**Run 1: signal metal coverage by tile**

The die is cut into 27 by 17 equal tiles; dark blue is low, red is high, scaled to the fullest tile. Values are wire area over tile area, all layers added.
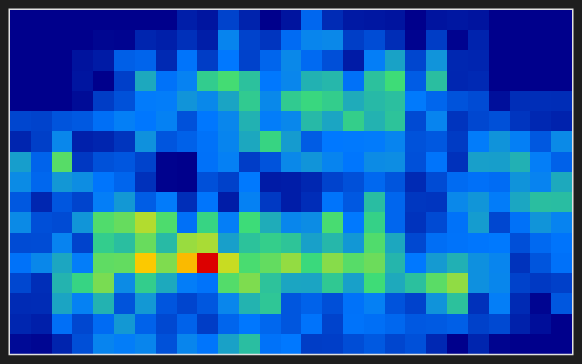
**Run 1: sizing map**

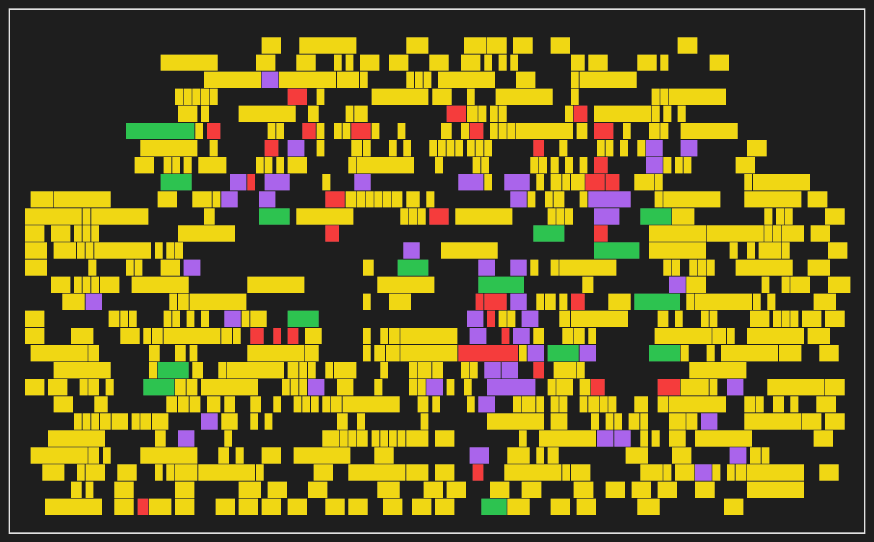
**Run 1: sequential cells grouped by signal name**

Bar = 50 µm. Other sequential cells in the stronger grey, the rest of the logic in the fainter grey.
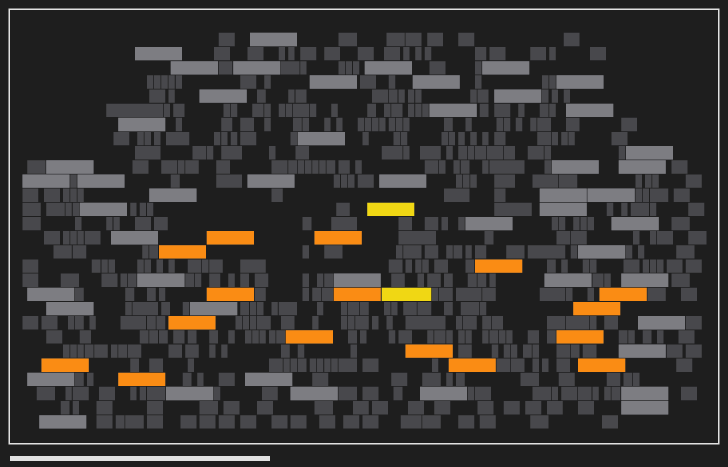
### config.mk
export PLATFORM = sky130hd
export DESIGN_NAME = fetch_unit
export DESIGN_NICKNAME = d
export VERILOG_FILES = /design/src/rtl/fetch_unit.sv
export SDC_FILE = /design/constraint.sdc
export NUM_CORES = 1
export LEC_CHECK = 0
export ABC_AREA = 1
export CAP_MARGIN = 20
export CELL_PAD_IN_SITES_DETAIL_PLACEMENT = 0
export CELL_PAD_IN_SITES_GLOBAL_PLACEMENT = 1
export CORE_ASPECT_RATIO = 0.6
export CORE_MARGIN = 2
export CORE_UTILIZATION = 34
export CTS_BUF_LIST = sky130_fd_sc_hd__clkbuf_4 sky130_fd_sc_hd__clkbuf_8
export CTS_CLUSTER_SIZE = 20
export DETAILED_ROUTE_END_ITERATION = 16
export MAX_ROUTING_LAYER = met4
export PLACE_DENSITY = 0.8
export SYNTH_ARGS = -nofsm -noshare
export SYNTH_HDL_FRONTEND = slang
export SYNTH_SLANG_ARGS = --single-unit
### constraint.sdc
create_clock -name CLK -period 1.9 [get_ports CLK]
set_input_delay 0.57 -clock CLK [delete_from_list [all_inputs] [get_ports CLK]]
set_output_delay 0.57 -clock CLK [all_outputs]
set_load 0.03 [all_outputs]
### src/rtl/fetch_unit.sv
// rtl/fetch_unit.sv - three-state instruction fetch unit with redirect, halt and backpressure
// One fetch per ISSUE/RESP/HOLD round trip; a redirect overrides whatever the round trip was doing.
module fetch_unit #(
  parameter logic [15:0] RESET_PC = 16'h0000
) (
  input  logic        CLK,
  input  logic        RST,
  input  logic        halt,
  input  logic        redirect,
  input  logic [15:0] redirect_pc,
  output logic        mem_rd,
  output logic [15:0] mem_addr,
  input  logic [15:0] mem_data,
  output logic [15:0] instr,
  output logic [15:0] instr_pc,
  output logic        instr_valid,
  input  logic        instr_ready,
  output logic [15:0] pc,
  output logic [15:0] fetch_count
);

  typedef enum logic [1:0] {ISSUE, RESP, HOLD} state_t;

  state_t      state_q;
  logic [15:0] pc_q;
  logic [15:0] instr_q;
  logic [15:0] instr_pc_q;
  logic        valid_q;
  logic [15:0] count_q;
  logic [15:0] pc_inc_d;
  logic [15:0] count_inc_d;

  assign pc_inc_d    = pc_q + 16'd1;
  assign count_inc_d = (count_q == 16'hFFFF) ? count_q : count_q + 16'd1;

  // RST gating keeps the strobe low while reset holds the FSM in ISSUE.
  assign mem_rd      = RST && (state_q == ISSUE) && !halt && !redirect;
  assign mem_addr    = pc_q;
  assign pc          = pc_q;
  assign instr       = instr_q;
  assign instr_pc    = instr_pc_q;
  assign instr_valid = valid_q;
  assign fetch_count = count_q;

  always_ff @(posedge CLK or negedge RST) begin
    if (!RST) begin
      state_q    <= ISSUE;
      pc_q       <= RESET_PC;
      instr_q    <= 16'h0000;
      instr_pc_q <= 16'h0000;
      valid_q    <= 1'b0;
      count_q    <= 16'h0000;
    end else begin
      case (state_q)
        ISSUE: begin
          if (!halt) begin
            state_q <= RESP;
          end
        end
        RESP: begin
          if (!redirect) begin
            instr_q    <= mem_data;
            instr_pc_q <= pc_q;
            valid_q    <= 1'b1;
            pc_q       <= pc_inc_d;
            state_q    <= HOLD;
          end
        end
        HOLD: begin
          if (instr_ready) begin
            count_q <= count_inc_d;
            valid_q <= 1'b0;
            state_q <= ISSUE;
          end
        end
        default: state_q <= ISSUE;
      endcase
      // A transfer in the same HOLD cycle is still counted above before the redirect lands.
      if (redirect) begin
        pc_q    <= redirect_pc;
        valid_q <= 1'b0;
        state_q <= ISSUE;
      end
    end
  end

endmodule
==> run summary, run 1 <==
fresh numbers from the pnr run: combinational group share of total power 39.7%, Tmin final 1.95 ns, post-synthesis cell count 458, vias in the first global route 3223, pin count of the biggest net entering global routing 68, Leak Pwr 0.00264 µW, Mux area share 0%, Worst Hold Path EP instr[1], Clock power frac 23.2%, total grt overflow 0, clk buf depth 2, setup TNS -0.0540 ns, Top logic family simple AND/OR/NAND/NOR gates, Post-synth regs 67, worst r2r src mem_addr[1], Reg2Reg Setup Slack 0.23 ns, Post-Place Setup Slack -0.439 ns, n_taps 135, Critical Path End Type output port, logic area 1550 µm², setup bufs post-CTS 0, worst setup margin -0.0540 ns, commonest cells in the netlist 174 x nand2_1, 67 x dfrtp_1, 33 x inv_1, 32 x nor2_1, 27 x nand3_1, share of layout cells above drive strength 1 15.1%, Netlist Area Pre-Place 3550 µm², met3 Usage GRT 4.58%, ao+oa area frac 8.31%, XOR/XNOR Area Share 1.23%, Worst path top cell family by delay buffers and inverters, htree depth 3, floorplan utilization 35.5%, CTS tree done, Layout non-clock buf frac 27.1%, Mean Syn Cell Area 7.76 µm², leading area contributor after synthesis dfrtp_1, grt peak-use layer met1, Clk. pwr 1210 µW, status complete, but fails checks, DRT antenna net count 0, Syn Nets 497, Die Span Y 83.2 µm, Pins Over Slew Limit 0, number of gates resized after CTS 85, Hold WS 0.479 ns, ys flop type dfrtp_1, ys async rst share 100%, failing checks setup timing, flop count 67, routed wl met2 4140 µm, fmax 512 MHz, Post-DP Area 5000 µm², top-count cell post-synth nand2_1, relative slew slack 40.6%, chip area 11300 µm², post-layout instance count excluding filler cells 736, RSZ-0062 raised after global routing true, CLK BUF 11, # Cells Yosys 458, grt met1 use 30.8%, Power Combinational 2070 µW, fillers 1003, VDD IR-drop max 0.000506 V, fin crit share 103%, IO Count 119, Max Used Layer met4, Clock Tree Root clkbuf_8, cell depth of the worst setup path 4, core region area 10000 µm², first-pass GRT wire length 16900 µm, row cnt 28, Die W 136 µm, Setup Viol. Count Final 1, Reg clk slew, reported paths 0.07 ns, Setup crit start redirect, ant diodes 0, multi-input gates 324, highest-power group combinational cells, placed cell count 717, DRC 0
Notes on 'signal metal coverage by tile' above:
mean over tiles = 0.15
tiles over half the peak = 7.0%
nearly empty tiles = 12%
Total Routed Length: 10400 µm
Routed WL per cell: 14.1 µm
Global Route Usage Sum: 19.6%
DR vias: 3452

Notes on 'sizing map' above:
drive 1 or less -> yellow  # cells 510, share 85%, most used nand2_1
drive 3 to 4 -> purple  # cells 44, share 7.3%, most used buf_4
drive 2 -> red  # cells 32, share 5.3%, most used nand2_2
drive 6 and up -> green  # cells 15, share 2.5%, most used clkbuf_8
design area: 5130 µm²
area grow syn2layout: 44.5%
count of plain and timing-repair buffers in the layout: 156

Notes on 'sequential cells grouped by signal name' above:
mem_addr -> orange  # flops 16
state_q -> yellow  # flops 2
Seq/total area: 32.7%
register area: 1680 µm²
Seq. pwr: 1930 µW
final core utilization: 51.2%

run 1: cell usage in the layout (no fill, tap or decap), drive strengths merged, types with 2 or more instances in the layout:
master         netlist  layout
nand3b               3       3
o21bai               2       2
nand4               11      11
o211ai               5       5
a21oi                4       4
clkbuf               2      12
clkdlybuf4s50        0      33
nor3                 4       4
clkinv               0       3
ha                   2       2
nor2                39      39
o21ai               31      31
dlygate4sd2          0      82
xnor2                3       3
inv                 38      38
buf                 27      40
nand3               29      29
nand2              183     183
xor2                 2       2
dfrtp               67      67
run 1: flip-flops by register name, summed over array words and instances, names as in the netlist:
name,count
instr_pc,16
state_q,2
fetch_count,16
mem_addr,16
instr,16
instr_valid,1
**Run 1: clock distribution**

Bar = 50 µm.
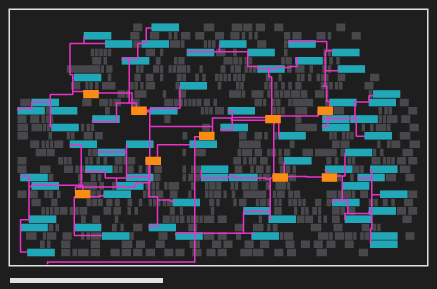

==> run 2, diff against run 1 <==
CAP_MARGIN = 15   (was 20)
CTS_BUF_LIST = sky130_fd_sc_hd__clkbuf_8   (was sky130_fd_sc_hd__clkbuf_4 sky130_fd_sc_hd__clkbuf_8)
**Run 2: clock distribution**

Bar = 50 µm.
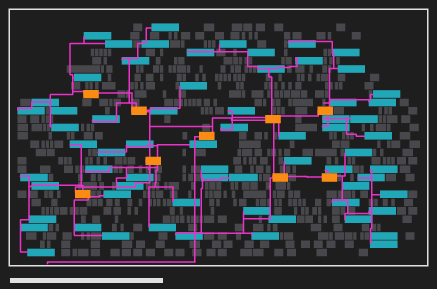
flip-flops -> cyan  # count 67
clock wires -> magenta  # length 998 µm
cells driving clock nets -> orange  # count 9
flops lie = spread over the die
clock skew: 0.00908 ns
worst skew pair latency: 0.34 ns
Clk. pwr: 1190 µW

==> run summary, run 2 <==
fresh numbers from the pnr run: row cnt 28 (unchanged), setup TNS -0.0533 ns (+0.000646 ns), failing checks setup timing, DR vias 3460 (+0.23%), Routed WL per cell 14.2 µm (+0.31%), Reg clk slew, reported paths 0.07 ns (about the same), # hold bufs at CTS 0, CTS Buf Count 9, total grt overflow 0 (unchanged), Max Used Layer met4, share of layout cells above drive strength 1 15.0% (-0.17 points), met3 Usage GRT 4.58% (unchanged), CTS tree done, combinational group share of total power 39.8% (about the same), final core utilization 51.2% (about the same), VDD IR-drop max 0.000508 V (+0.32%), HP Start instr[1], Seq pwr share 37.2%, crit path DAT 1.38 ns, CTS sink cnt 67, Total Routed Length 10400 µm (+0.31%), Setup Viol. Count Final 1 (unchanged), Setup crit start redirect, routed wl met2 4140 µm (about the same), nets 635, Worst path top cell family by delay buffers and inverters, multi-input gates 324 (unchanged), first-pass GRT wire length 16900 µm (-0.24%), post-layout instance count excluding filler cells 736 (unchanged), cell depth of the worst setup path 4 (unchanged), htree depth 3 (unchanged), Clock Tree Root clkbuf_8, # Cells Yosys 458 (unchanged), Final Hold Fails 0, RSZ-0062 raised after global routing true, core region area 10000 µm² (unchanged), Syn Nets 497 (unchanged), Die W 136 µm (unchanged), Commonest Layout Cell nand2_1, DRT met1 WL 5470 µm, commonest cells in the netlist 174 x nand2_1, 67 x dfrtp_1, 33 x inv_1, 32 x nor2_1, 27 x nand3_1, worst setup margin -0.0533 ns (+0.000646 ns), grt met1 use 30.8% (-0.038 points), PwrDens 1010 nW/µm², design area 5130 µm² (about the same), register area 1680 µm² (unchanged), flop count 67 (unchanged), ys flop type dfrtp_1, ys async rst share 100% (unchanged), count of plain and timing-repair buffers in the layout 156 (unchanged), relative slew slack 40.4% (-0.17 points), CLK BUF 10 (-1), Post-synth EDFFs 0, main area contributors dfrtp_1 47%, nand2_1 18%, nand3_1 3.8%, leading area contributor after synthesis dfrtp_1, port bufs 118, Comb/total area 30.3%, Die Span Y 83.2 µm (unchanged), Pins Over Slew Limit 0 (unchanged), slowest stage delay, CP 0.31 ns, vias in the first global route 3213 (-0.31%), switching share of power 40.7%, pin count of the biggest net entering global routing 68 (unchanged), clk buf depth 2 (unchanged), Basic Gates by Area 33.0%, WHS Path Cells 2, ao+oa area frac 8.31% (unchanged), Leak Pwr 0.00264 µW (about the same), crit-path cells dlygate4sd2_1 -> nor4_4 -> and2_4 -> buf_6, post-synthesis cell count 458 (unchanged), FA/HA/MAJ Cells, Area Fraction 0.704%, Hold WS 0.479 ns (-0.00000300 ns), worst r2r src mem_addr[1], NetSw 2110 µW, Seq/total area 32.7% (about the same), Tmin final 1.95 ns (-0.000646 ns), Mux area share 0% (unchanged), Setup Crit Path Kind primary input to output port, Pwr Total 5190 µW, Global Route Usage Sum 19.6% (-0.040 points), placed cell count 717 (unchanged), Layout non-clock buf frac 27.1% (about the same), grt peak-use layer met1, fillers 1005 (+0.20%), Mean Syn Cell Area 7.76 µm² (unchanged), Worst R2R Path Depth 7, Worst Hold Path EP instr[1], Post-DP Area 5000 µm² (unchanged), chip area 11300 µm² (unchanged), status complete, but fails checks, fin crit share 103% (about the same), DRT antenna net count 0 (unchanged), Clock power frac 23.0% (-0.2 points), DRC 0 (unchanged), Post-Place Setup Slack -0.439 ns (unchanged), Top logic family simple AND/OR/NAND/NOR gates, XOR/XNOR Area Share 1.23% (unchanged), floorplan utilization 35.5% (unchanged), Post-synth regs 67 (unchanged), setup bufs post-CTS 0 (unchanged), number of gates resized after CTS 85 (unchanged), area grow syn2layout 44.4% (about the same), logic area 1550 µm² (unchanged), top-count cell post-synth nand2_1, Netlist Area Pre-Place 3550 µm² (unchanged), Reg2Reg Setup Slack 0.23 ns (about the same), ant diodes 0 (unchanged), Critical Path End Type output port, Top Layout Cells 174 x nand2_1, 82 x dlygate4sd2_1, 66 x dfrtp_1, fmax 512 MHz (about the same), IO Count 119 (unchanged), n_taps 135 (unchanged)
## run 2: cell counts after synthesis
No cell type changed its count.
## run 2: power by group through the flow
| stage | clock network [µW] | registers (µW) | logic, µW |
|---|---|---|---|
| 3_3_place_gp | 0 | 1970 | 2280 |
| 5_1_grt | 1300 | 1980 | 2230 |
| 3_5_place_dp | 0 | 1970 | 2300 |
| 6_report | 1190 | 1930 | 2070 |
| 4_1_cts | 1230 | 1930 | 2070 |
| 2_1_floorplan | 0 | 2580 | 669 |
## run 2: how the worst max path moves through the flow
stage,end,slack [ns]
3_3_place_gp,mem_rd,-0.45
5_1_grt,mem_rd,-0.12
3_5_place_dp,mem_rd,-0.44
2_1_floorplan,mem_rd,0.03
4_1_cts,mem_rd,-0.15
6_report,mem_rd,-0.05
==> run 3, diff against run 2 <==
SKIP_LAST_GASP = 1   (was not set)
**Run 3: clock distribution**

Bar = 50 µm.
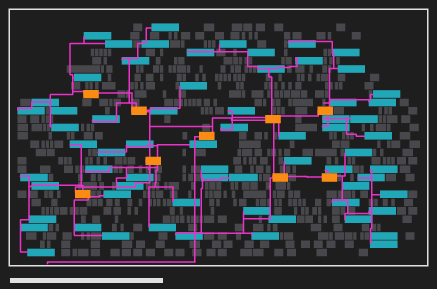
flip-flops -> cyan  # count 67
cells driving clock nets -> orange  # count 9
clock wires -> magenta  # length 998 µm
routed clock nets = 10
flops lie = spread over the die
Clock power frac: 23.0%

==> run summary, run 3 <==
fresh numbers from the pnr run: leading area contributor after synthesis dfrtp_1, Top Layout Cells 174 x nand2_1, 82 x dlygate4sd2_1, 66 x dfrtp_1, Worst Tran Pin Value 0.894 ns, VDD IR-drop max 0.000508 V (unchanged), failing checks setup timing, Syn Nets 497 (unchanged), PwrDens 1010 nW/µm² (unchanged), worst setup margin -0.0533 ns (unchanged), total grt overflow 0 (unchanged), CP startpoint kind primary input, vias in the first global route 3213 (unchanged), Worst R2R Path Depth 7 (unchanged), first-pass GRT wire length 16900 µm (unchanged), Global Route Usage Sum 19.6% (unchanged), Reg2Reg Setup Slack 0.23 ns (about the same), WHS Path Cells 2 (unchanged), area grow syn2layout 44.4% (unchanged), CTS sink cnt 67 (unchanged), Worst path top cell family by delay buffers and inverters, Setup Viol. Count Final 1 (unchanged), ys async rst share 100% (unchanged), fmax 512 MHz (unchanged), min-delay worst type register to register, Post-synth EDFFs 0 (unchanged), number of gates resized after CTS 85 (unchanged), Max Used Layer met4, chip area 11300 µm² (unchanged), final core utilization 51.2% (unchanged), DR iter-0 viols 167, status complete, but fails checks, Setup crit start redirect, highest-power group combinational cells, Die W 136 µm (unchanged), First-pass DRT Iterations 5, Pwr Total 5190 µW (unchanged), ant diodes 0 (unchanged), Final Hold Fails 0 (unchanged), Max-cap violations 0, top-count cell post-synth nand2_1, port bufs 118 (unchanged), Setup Crit Path Kind primary input to output port, switching share of power 40.7% (unchanged), Seq pwr share 37.2% (about the same), Synth Warn # 0, CP bufs+invs 2, Pins Over Slew Limit 0 (unchanged), setup bufs post-CTS 0 (unchanged), # hold bufs at CTS 0 (unchanged), DRT antenna net count 0 (unchanged), number of OpenROAD warnings 28, critical path peak fanout 2, row cnt 28 (unchanged), Post-Place Setup Slack -0.439 ns (unchanged), cell depth of the worst setup path 4 (unchanged), post-synthesis cell count 458 (unchanged), IO Count 119 (unchanged), crit path DAT 1.38 ns (about the same), commonest cells in the netlist 174 x nand2_1, 67 x dfrtp_1, 33 x inv_1, 32 x nor2_1, 27 x nand3_1, Seq. pwr 1930 µW (about the same), clock skew 0.00908 ns (unchanged), Top-area cell share 47.2%, Total Routed Length 10400 µm (unchanged), crit-path cells dlygate4sd2_1 -> nor4_4 -> and2_4 -> buf_6, crit path capture mem_rd, main area contributors dfrtp_1 47%, nand2_1 18%, nand3_1 3.8%, relative slew slack 40.4% (unchanged), Clock Tree Root clkbuf_8, Post-synth regs 67 (unchanged), Mean Syn Cell Area 7.76 µm² (unchanged), Synth Seq Share 47.2%, Worst Hold Path EP instr[1], Netlist Area Pre-Place 3550 µm² (unchanged), Reg clk slew, reported paths 0.07 ns (about the same), Clk. pwr 1190 µW (about the same), ys flop type dfrtp_1, setup TNS -0.0533 ns (unchanged), Post-DP Area 5000 µm² (unchanged), CTS tree done, Critical Path End Type output port, HP Start instr[1], via-per-instance ratio 4.70, Worst EP required 1.33 ns, slowest stage delay, CP 0.31 ns (about the same), Tmin final 1.95 ns (unchanged), Power Combinational 2070 µW (about the same), placed cell count 717 (unchanged), Placer Congestion 0.808, clk buf depth 2 (unchanged), post-synthesis chip area from yosys 3550 µm², worst r2r src mem_addr[1], # Cells Yosys 458 (unchanged), Post-DP HPWL 7780 µm, design area 5130 µm² (unchanged), share of layout cells above drive strength 1 15.0% (unchanged), post-synthesis cell type count 34, initial antenna violation count 0, Commonest Layout Cell nand2_1, Leak Pwr 0.00264 µW (unchanged), RSZ-0062 raised after global routing true, core region area 10000 µm² (unchanged), Slowest cell on crit path dlygate4sd2_1, combinational group share of total power 39.8% (about the same), nets 635 (unchanged), worst r2r dst mem_addr[10], internal power 3080 µW, Die Span Y 83.2 µm (unchanged), pin count of the biggest net entering global routing 68 (unchanged), DR vias 3460 (unchanged), DR WL met3 726 µm, Hold WS 0.479 ns (unchanged), Routed WL per cell 14.2 µm (unchanged), NetSw 2110 µW (unchanged), post-layout instance count excluding filler cells 736 (unchanged), worst skew pair latency 0.34 ns (about the same), routed wl met2 4140 µm (unchanged), DRT met1 WL 5470 µm (unchanged), floorplan utilization 35.5% (unchanged), fin crit share 103% (unchanged), htree depth 3 (unchanged), CTS Buf Count 9 (unchanged), DRC 0 (unchanged)
==> run 3: cell counts after synthesis <==
Identical to the previous run, type by type.
==> run 3: metal layers <==
metal,track usage [%],vias to the layer above
met4,4.26,0
met1,30.8,1609
met2,24.8,117
met3,4.58,8
li1,-,1726
met5,-,-
==> run 3: cells by family (layout without fill, tap and decap cells) <==
family	Yosys count	after routing	synth area share [%]
AOI/OAI and AO/OA	46	46	8.31
xor gates and xnor gates	5	5	1.23
adders and majority gates	2	2	0.704
buffers and inverters	67	210	9.58
DFF	67	67	47.2
and+or+nand+nor	271	271	33.0
==> run 3: cell type report <==
class	instances	area, µm²
Clock buffer	10	138
Clock inverter	6	56.3
Fill cell	1005	4890
Inverter	38	143
Multi-Input combinational cell	324	1550
Sequential cell	67	1680
Tap cell	135	169
Timing Repair Buffer	156	1390
No activity file was given, so power comes from the tool's default toggle rates.
